## src/rtl/bcd_7seg_scan_driver_if.sv

```systemverilog
// Bus between a packed-BCD source (master) and the 7-segment scan driver (slave).
// Carries the BCD word, DP request, display enable and the multiplexed display outputs.
interface bcd_7seg_scan_driver_if;
  logic [15:0] bcd_int;
  logic [3:0]  dp_mask;
  logic        disp_en;
  logic [6:0]  seg_out;
  logic        seg_dp;
  logic [3:0]  an_out;
  logic        frame_done;

  modport master (
    output bcd_int, dp_mask, disp_en,
    input  seg_out, seg_dp, an_out, frame_done
  );

  modport slave (
    input  bcd_int, dp_mask, disp_en,
    output seg_out, seg_dp, an_out, frame_done
  );
endinterface

```

## src/rtl/bcd_7seg_scan_driver.sv

```systemverilog
// Four-digit multiplexed 7-segment driver with per-frame snapshot and per-slot blanking.
// Optional macro LEADING_ZERO_BLANK_EN blanks leading zero digits 3..1.
module bcd_7seg_scan_driver #(
  parameter int SCAN_DIV       = 50000,
  parameter int BLANK_CYCLES   = 1000,
  parameter int SEG_ACTIVE_LOW = 1,
  parameter int AN_ACTIVE_LOW  = 1
) (
  input  logic                   fpga_clk,
  input  logic                   sys_init_ctrl_n,
  bcd_7seg_scan_driver_if.slave  bus
);

  localparam int             CW         = $clog2(SCAN_DIV);
  localparam logic [CW-1:0]  SLOT_LAST  = CW'(SCAN_DIV - 1);
  localparam logic [CW-1:0]  SLOT_BLANK = CW'(BLANK_CYCLES);
  localparam logic [6:0]     SEG_MASK   = (SEG_ACTIVE_LOW != 0) ? 7'h7F : 7'h00;
  localparam logic           DP_MASK    = (SEG_ACTIVE_LOW != 0);
  localparam logic [3:0]     AN_MASK    = (AN_ACTIVE_LOW != 0) ? 4'hF : 4'h0;

  logic [CW-1:0] r_slot_cnt;
  logic [1:0]    r_dig_idx;
  logic [15:0]   r_snap_bcd;
  logic [3:0]    r_snap_dp;
  logic          r_load_pending;
  logic [6:0]    r_seg_out;
  logic          r_seg_dp;
  logic [3:0]    r_an_out;
  logic          r_frame_done;

  logic          w_slot_last;
  logic          w_load;
  logic [3:0]    w_nibble;
  logic [6:0]    w_seg_lit;
  logic          w_lead_blank;
  logic          w_an_on;
  logic [3:0]    w_an_sel;

  // Active-high gfedcba patterns; anything that is not valid BCD shows a dash.
  function automatic logic [6:0] decode7(input logic [3:0] n);
    logic [6:0] p;
    case (n)
      4'd0:    p = 7'b0111111;
      4'd1:    p = 7'b0000110;
      4'd2:    p = 7'b1011011;
      4'd3:    p = 7'b1001111;
      4'd4:    p = 7'b1100110;
      4'd5:    p = 7'b1101101;
      4'd6:    p = 7'b1111101;
      4'd7:    p = 7'b0000111;
      4'd8:    p = 7'b1111111;
      4'd9:    p = 7'b1101111;
      default: p = 7'b1000000;
    endcase
    return p;
  endfunction

  always_comb begin
    w_slot_last = (r_slot_cnt == SLOT_LAST);
    w_load      = r_load_pending || (w_slot_last && (r_dig_idx == 2'd3));
    w_nibble    = r_snap_bcd[{r_dig_idx, 2'b00} +: 4];
    w_an_on     = bus.disp_en && (r_slot_cnt >= SLOT_BLANK);
    w_an_sel    = 4'b0001 << r_dig_idx;
  end

`ifdef LEADING_ZERO_BLANK_EN
  // A digit is a leading zero only if it and every more significant digit are zero.
  always_comb begin
    w_lead_blank = 1'b0;
    case (r_dig_idx)
      2'd3:    w_lead_blank = (r_snap_bcd[15:12] == 4'd0);
      2'd2:    w_lead_blank = (r_snap_bcd[15:8]  == 8'd0);
      2'd1:    w_lead_blank = (r_snap_bcd[15:4]  == 12'd0);
      default: w_lead_blank = 1'b0;
    endcase
  end
`else
  always_comb begin
    w_lead_blank = 1'b0;
  end
`endif

  always_comb begin
    w_seg_lit = w_lead_blank ? 7'd0 : decode7(w_nibble);
  end

  // Snapshot only changes on the frame's last cycle, so segments settle while the anode is blanked.
  always_ff @(posedge fpga_clk or negedge sys_init_ctrl_n) begin
    if (!sys_init_ctrl_n) begin
      r_slot_cnt     <= '0;
      r_dig_idx      <= 2'd0;
      r_snap_bcd     <= 16'd0;
      r_snap_dp      <= 4'd0;
      r_load_pending <= 1'b1;
      r_seg_out      <= SEG_MASK;
      r_seg_dp       <= DP_MASK;
      r_an_out       <= AN_MASK;
      r_frame_done   <= 1'b0;
    end else begin
      if (w_slot_last) begin
        r_slot_cnt <= '0;
        r_dig_idx  <= r_dig_idx + 2'd1;
      end else begin
        r_slot_cnt <= r_slot_cnt + CW'(1);
      end
      if (w_load) begin
        r_snap_bcd <= bus.bcd_int;
        r_snap_dp  <= bus.dp_mask;
      end
      r_load_pending <= 1'b0;
      r_frame_done   <= w_load;
      r_seg_out      <= w_seg_lit ^ SEG_MASK;
      r_seg_dp       <= r_snap_dp[r_dig_idx] ^ DP_MASK;
      r_an_out       <= w_an_on ? (w_an_sel ^ AN_MASK) : AN_MASK;
    end
  end

  assign bus.seg_out    = r_seg_out;
  assign bus.seg_dp     = r_seg_dp;
  assign bus.an_out     = r_an_out;
  assign bus.frame_done = r_frame_done;

endmodule

```

## src/flat_wrapper.sv

```systemverilog
// flat-port wrapper written by rule: the top's interface ports become plain ports
module bcd_7seg_scan_driver_flat 
#(
  parameter int SCAN_DIV       = 50000,
  parameter int BLANK_CYCLES   = 1000,
  parameter int SEG_ACTIVE_LOW = 1,
  parameter int AN_ACTIVE_LOW  = 1
)
  (fpga_clk, sys_init_ctrl_n, bus_bcd_int, bus_dp_mask, bus_disp_en, bus_seg_out, bus_seg_dp, bus_an_out, bus_frame_done);
  bcd_7seg_scan_driver_if bus_i ();
  input  logic fpga_clk;
  input  logic sys_init_ctrl_n;
  input wire logic [$bits(bus_i.bcd_int)-1:0] bus_bcd_int;
  input wire logic [$bits(bus_i.dp_mask)-1:0] bus_dp_mask;
  input wire logic [$bits(bus_i.disp_en)-1:0] bus_disp_en;
  output wire logic [$bits(bus_i.seg_out)-1:0] bus_seg_out;
  output wire logic [$bits(bus_i.seg_dp)-1:0] bus_seg_dp;
  output wire logic [$bits(bus_i.an_out)-1:0] bus_an_out;
  output wire logic [$bits(bus_i.frame_done)-1:0] bus_frame_done;
  assign bus_i.bcd_int = bus_bcd_int;
  assign bus_i.dp_mask = bus_dp_mask;
  assign bus_i.disp_en = bus_disp_en;
  assign bus_seg_out = bus_i.seg_out;
  assign bus_seg_dp = bus_i.seg_dp;
  assign bus_an_out = bus_i.an_out;
  assign bus_frame_done = bus_i.frame_done;
  bcd_7seg_scan_driver #(.SCAN_DIV(SCAN_DIV), .BLANK_CYCLES(BLANK_CYCLES), .SEG_ACTIVE_LOW(SEG_ACTIVE_LOW), .AN_ACTIVE_LOW(AN_ACTIVE_LOW)) u_core (.fpga_clk(fpga_clk), .sys_init_ctrl_n(sys_init_ctrl_n), .bus(bus_i));
endmodule
```

## config.mk

```make
export PLATFORM = sky130hd
export DESIGN_NAME = bcd_7seg_scan_driver_flat
export DESIGN_NICKNAME = d
export VERILOG_FILES = /design/src/rtl/bcd_7seg_scan_driver_if.sv /design/src/rtl/bcd_7seg_scan_driver.sv /design/src/flat_wrapper.sv
export SDC_FILE = /design/constraint.sdc
export NUM_CORES = 1
export LEC_CHECK = 0
export ABC_AREA = 1
export CAP_MARGIN = 10
export CORE_ASPECT_RATIO = 1.1
export CORE_MARGIN = 4
export CORE_UTILIZATION = 30
export CTS_CLUSTER_DIAMETER = 50
export DETAILED_ROUTE_END_ITERATION = 12
export GPL_ROUTABILITY_DRIVEN = 1
export SKIP_LAST_GASP = 1
export SYNTH_ARGS = -nofsm -noshare
export SYNTH_HDL_FRONTEND = slang
export SYNTH_SLANG_ARGS = --single-unit
```

## constraint.sdc

```tcl
create_clock -name fpga_clk -period 2 [get_ports fpga_clk]
set_input_delay 0.3 -clock fpga_clk [delete_from_list [all_inputs] [get_ports fpga_clk]]
set_output_delay 0.3 -clock fpga_clk [all_outputs]
set_load 0.005 [all_outputs]
```

==> run_1/congestion_map.png <==
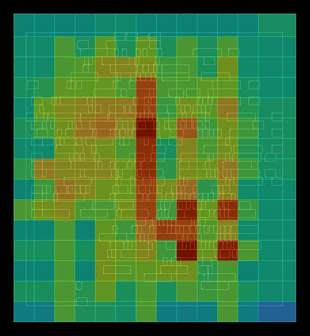
met1 Use GR: 0.1643
Top Usage Layer GRT: met2
Util after Layout: 0.3873

==> run_1/gates.png <==
Scale: 3 px per um.
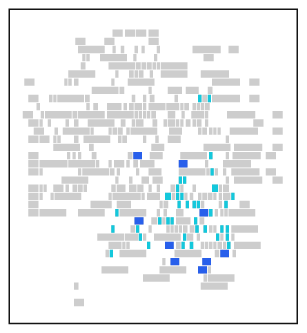
[nor cells] cyan | cells: 38 | most used: nor2_1
[xor and xnor cells] blue | cells: 9 | most used: xor2_1
fin cells: 453
logic share of the area: 0.3387
most used logic cell in the final layout: nand2_1

==> CHANGELOG.md, run 1 <==
### Changed

- Chip Area: 9963 sq um
- Yosys adder share: 0.05443
- Clk slew on worst S/H paths: 100 ps
- Post-DRT Antenna Nets: 0
- Status: finished clean
- Power, Total: 2.021 mW
- CTS Buf Count: 5
- GRT Residual Overflow: 0
- Dpl ws: 216.1 ps
- Die width: around 96 um
- DR pass1 iterations: 4
- CP Max Fanout: 10
- P per Cell Area: approximately 650 nW/um^2
- Layout Skew: around 9.9 ps
- Postcts setup bufs: 0
- Ys flops: 52
- Register share after synthesis: 0.5210
- Late-Pin Clk Latency: 310 ps
- Number of vias per cell: 4.373
- TNS Setup: 0 ps
==> run_1/closeup.png <==
Window x 59 to 84, y 66 to 91 um. Cells in gray, sequential cells in the stronger gray; small squares are vias.
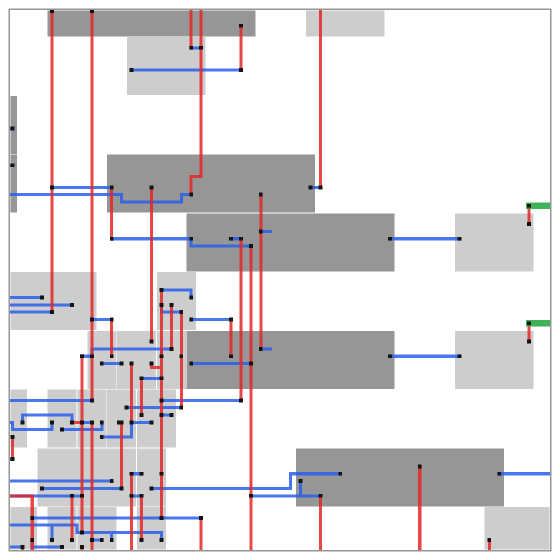
[M1] blue
[M3] green
[M2] red
netlist names of flops here include: `u_core.bus.seg_out` (4)
sequential cells in the window: 4
cells with their middle in the window: 23
most frequent: nand2_1 (5), clkdlybuf4s50_1 (4), dfstp_2 (4)

==> run_1/m1.png <==
Scale: 3 px per um.
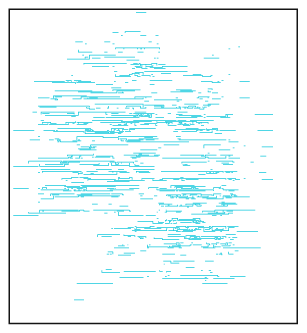
nets with wire on the layer: 325
wire length on this layer: 2,570 um
Total Wirelength: 5187 um
vias: 1,981

## run 1: power breakdown
part	internal, mW	switching [mW]
sequential	1.13	0.0293
clock	0.249	0.368
combinational	0.129	0.116
total	1.51	0.513
## run 1: kinds of logic (layout without fill, tap and decap cells)
group                    count (synthesis)  in the layout
AND-OR/OR-AND                           14             14
flip-flops                              52             52
AND/OR/NAND/NOR                        180            180
XOR/XNOR                                 9              9
buffers and inverters                   37             78
adder cells (fa/ha/maj)                 11             11
other                                    1              1
## run 1: registers in the layout, indices dropped and copies added (netlist names)
register,cells
u_core.r_slot_cnt,16
u_core.r_load_pending,1
u_core.r_snap_dp,4
u_core.bus.seg_dp,1
u_core.r_snap_bcd,16
u_core.bus.seg_out,7
u_core.r_dig_idx,2
u_core.bus.frame_done,1
u_core.bus.an_out,4
## run 1: area by class of cell
type,instances,area share
Multi-Input combinational cell,215,0.3387
Clock buffer,5,0.02210
Tap cell,108,0.04339
Timing Repair Buffer,41,0.1302
Inverter,29,0.03495
Clock inverter,3,0.007634
Sequential cell,52,0.4231
## run 1: worst max-delay path, delay by kind of cell, from the launching register on
family,cells,cell delay (ps)
compound gates,3,510
flops,1,470
buf+inv,3,400
fa+ha+maj,1,310
simple gates,1,40
## run 1: synthesized netlist by cell type, drive strengths merged
library cell  instances  area (sq um)
nand3                37         190.2
a32oi                 1         8.760
inv                  29         108.9
xor2                  8         70.07
dfstp                13         341.6
ha                   11         137.6
and3                  1         6.260
a32o                  1         10.01
buf                   8         55.05
nor2                 38         147.6
a21boi                1         7.510
nand3b                1         7.510
xnor2                 1         8.760
o21ai                 7         35.03
dfrtp                39         975.9
nand2               103         394.1
conb                  1         3.750
a21oi                 4         20.02
## run 1: timing repair
item | 4_1_cts | 5_1_grt
endpoints found under the hold margin | 16 | 0
hold buffers | 1 | 0
setup endpoints to repair | 0 | 1
resized | 0 | 1
## run 1: metal layers
layer,wire length (um),vias up,global-route usage,part of all wire
met5,0,-,0,0
met4,92,0,0.04980,0.018
met3,253,6,0.02605,0.049
met2,2273,42,0.1699,0.44
met1,2567,913,0.1643,0.49
li1,-,1020,-,-
## run 1: worst paths after layout
kind | start | to | slack [ps] | cells past startpoint
min in group asynchronous | sys_init_ctrl_n | u_core.r_slot_cnt[1] | 510 | 2
setup reg to reg | u_core.r_dig_idx[1] | u_core.bus.seg_out[3] | 190 | 8
hold / removal | u_core.r_slot_cnt[0] | u_core.r_slot_cnt[0] | 490 | 1
hold reg to reg | u_core.r_slot_cnt[0] | u_core.r_slot_cnt[0] | 490 | 1
setup / recovery | u_core.r_dig_idx[1] | u_core.bus.seg_out[3] | 190 | 8
max in group asynchronous | sys_init_ctrl_n | u_core.bus.seg_out[6] | 870 | 3
==> run_1/ff_map.png <==
Scale: 4 px per um. Other sequential cells in the stronger gray, the rest of the logic in the fainter gray.
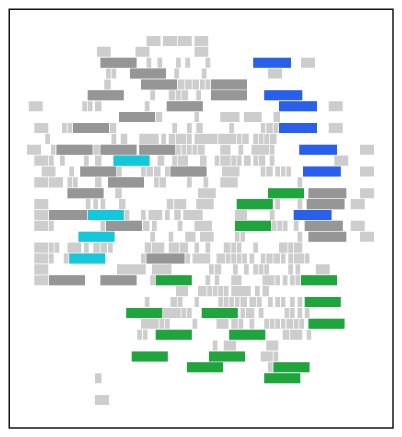

==> run 1 -> run 2 <==
--- a/config.mk
+++ b/config.mk
@@ -8,11 +8,12 @@
 export ABC_AREA = 1
 export CAP_MARGIN = 10
 export CORE_ASPECT_RATIO = 1.1
-export CORE_MARGIN = 4
+export CORE_MARGIN = 8
 export CORE_UTILIZATION = 30
 export CTS_CLUSTER_DIAMETER = 50
 export DETAILED_ROUTE_END_ITERATION = 12
 export GPL_ROUTABILITY_DRIVEN = 1
+export SETUP_SLACK_MARGIN = 0.3
 export SKIP_LAST_GASP = 1
 export SYNTH_ARGS = -nofsm -noshare
 export SYNTH_HDL_FRONTEND = slang
==> constraint.sdc (replaced) <==
create_clock -name fpga_clk -period 2 [get_ports fpga_clk]
set_input_delay 0.2 -clock fpga_clk [delete_from_list [all_inputs] [get_ports fpga_clk]]
set_output_delay 0.2 -clock fpga_clk [all_outputs]
set_load 0.005 [all_outputs]
==> run_2/ff_map.png <==
Scale: 4 px per um. Other sequential cells in the stronger gray, the rest of the logic in the fainter gray.
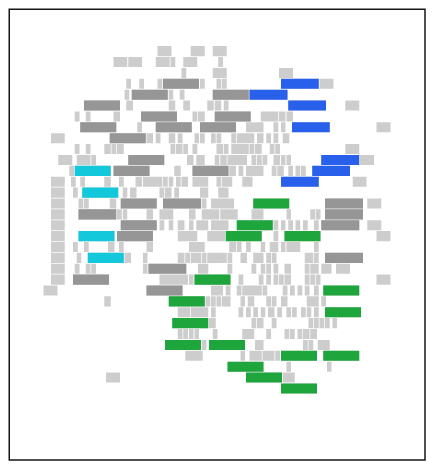
[`u_core.bus.seg_out`] blue | placed flops: 7 | where: north-east
[`u_core.r_snap_dp`] cyan | placed flops: 4 | where: west
[`u_core.r_slot_cnt`] green | placed flops: 16
not colored: 25
sequential cell area: 1319 sq um
Util after Layout: 0.3791
Seq area share: 0.4203
sequential power: 1.16 mW

==> run 2 against run 1 <==
Worst hold slack worse by 73 ps. Count of clock-buffer cells in the layout unchanged. Final area up 0.76%. First-iteration DRC count down 23%. Synthesized cell count unchanged. Utilization down 0.82 points. Non-clock buffer count up 1. Critical path depth unchanged. Via count down 0.86%. Worst setup slack better by 140 ps. Wire length up 0.31%. Die size up 17%.
==> CHANGELOG.md, run 2 <==
### Changed

- Status: finished clean
- CP Max Fanout: 10 (unchanged)
- Die width: 103.5 um (+8.4%)
- Register share after synthesis: 0.5210 (unchanged)
- Ratio of cells with drive above 1 in the final layout: 0.1214
- DP Wirelength: 3910 um
- Post-synth ARST share: 1.000 (unchanged)
- Clk slew on worst S/H paths: 100 ps (about the same)
- Internal Pwr Total: 1.510 mW (+0.15%)
- 1st-iter DRT viols: 86
- Synth area leaders: dfrtp_1 39%, nand2_1 15%, dfstp_2 14%, nand3_1 7.1%, ha_1 5.4%
- Layout Skew: 10.42 ps (+0.5658 ps)
- P per Cell Area: 641.1 nW/um^2 (-1.2%)
- GRT Residual Overflow: 0 (unchanged)
- WP data required: 2240 ps
- Number of vias per cell: 4.298 (-1.7%)
- Late-Pin Clk Latency: 300 ps (about the same)
- Chip Area: 11,630 sq um (+17%)
- Max Cap Viol: 0
- Flop pwr share: 0.577 (+0.003)
- Most frequent cell after synthesis: nand2_1
- TNS Setup: 0 ps (unchanged)
- Cell taking the most area after synthesis: dfrtp_1
- DR pass1 iterations: 4 (unchanged)
- Max-area cell share: 0.3859 (unchanged)
- Clock share of power: 0.301 (-0.004)
- Switch Pwr: 0.5019 mW (-2.2%)
- Combinational share of power: 0.123 (+0.002)
- Most used logic cell in the final layout: nand2_1
- RSZ-0062 raised after global routing: true
- Sw Share: 0.2495 (-0.004533)
- Vias: 1,964 (-0.86%)
- Reg2Reg Setup Slack: 330 ps (+140 ps)
- Power, Total: 2.012 mW (-0.46%)
- Post-DRT Antenna Nets: 0 (unchanged)
- Total Wirelength: 5203 um (+0.31%)
- Ys flops: 52 (unchanged)
- Flip-flops with a built-in enable: 0 (unchanged)
- CTS Buf Count: 5 (unchanged)
- Dominant Register Cell: dfrtp_1
- Setup crit end kind: register
[run 2: stage by stage]
stage / setup slack [ps] / cells / hold slack [ps]
2_1_floorplan: 346.0 / 304 / -95.59
3_3_place_gp: 330.3 / 447 / 274.0
3_5_place_dp: 270.9 / 447 / 277.2
4_1_cts: 287.9 / 456 / 407.9
5_1_grt: 210.8 / 457 / 418.5
6_report: 329.3 / 457 / 415.5
[run 2: cell type report]
type	instances	area (sq um)
Clock buffer	5	68.82
Clock inverter	3	21.27
Fill cell	865	5139
Inverter	29	111.4
Multi-Input combinational cell	215	1062
Sequential cell	52	1319
Tap cell	111	138.9
Timing Repair Buffer	42	416.7
[run 2: worst max-delay path, stage by stage (launching register included)]
cell and delay (ps):
dfrtp_2 470, inv_4 120, a21oi_1 70, a32oi_2 230
inv_1 130, ha_1 310, inv_1 70, nor2_1 40
o21ai_0 160
[run 2: per-layer routing]
layer / part of all wire / global-route usage
met1: 0.50 / 0.1259
met2: 0.44 / 0.1404
met3: 0.041 / 0.02407
met4: 0.012 / 0.03235
met5: 0 / 0
[run 2: kinds of logic after synthesis]
| group | Yosys count | synth area share |
|---|---|---|
| AND-OR/OR-AND | 14 | 0.03216 |
| XOR/XNOR | 9 | 0.03117 |
| adder cells (fa/ha/maj) | 11 | 0.05443 |
| buffers and inverters | 37 | 0.06482 |
| flip-flops | 52 | 0.5210 |
| other | 1 | 0.001483 |
| AND/OR/NAND/NOR | 180 | 0.2949 |
[run 2: power by group through the flow]
stage,clock network [mW],registers [mW],logic [mW]
CTS,0.640,1.16,0.251
floorplan,0,1.17,0.105
global route,0.678,1.17,0.282
detailed placement,0,1.18,0.246
global placement,0,1.18,0.242
finish,0.605,1.16,0.247
[run 2: final timing paths]
path | from | endpoint | depth (start not counted)
max | u_core.r_dig_idx[1] | u_core.bus.seg_out[3] | 8
min | bus_dp_mask[3] | u_core.r_snap_dp[3] | 3
max reg2reg | u_core.r_dig_idx[1] | u_core.bus.seg_out[3] | 8
min reg2reg | u_core.r_slot_cnt[0] | u_core.r_slot_cnt[0] | 1
max in group asynchronous | sys_init_ctrl_n | u_core.bus.an_out[0] | 3
min in group asynchronous | sys_init_ctrl_n | u_core.r_snap_dp[0] | 2
[run 2: repair_timing]
action | 4_1_cts | 5_1_grt
gates resized | 2 | 5
hold buffers | 1 | 0
buffers inserted | 0 | 1
hold endpoints to repair | 23 | 0
endpoints found under the setup margin | 3 | 25
pin swaps | 0 | 1
Power is estimated from default activity; no workload was simulated.
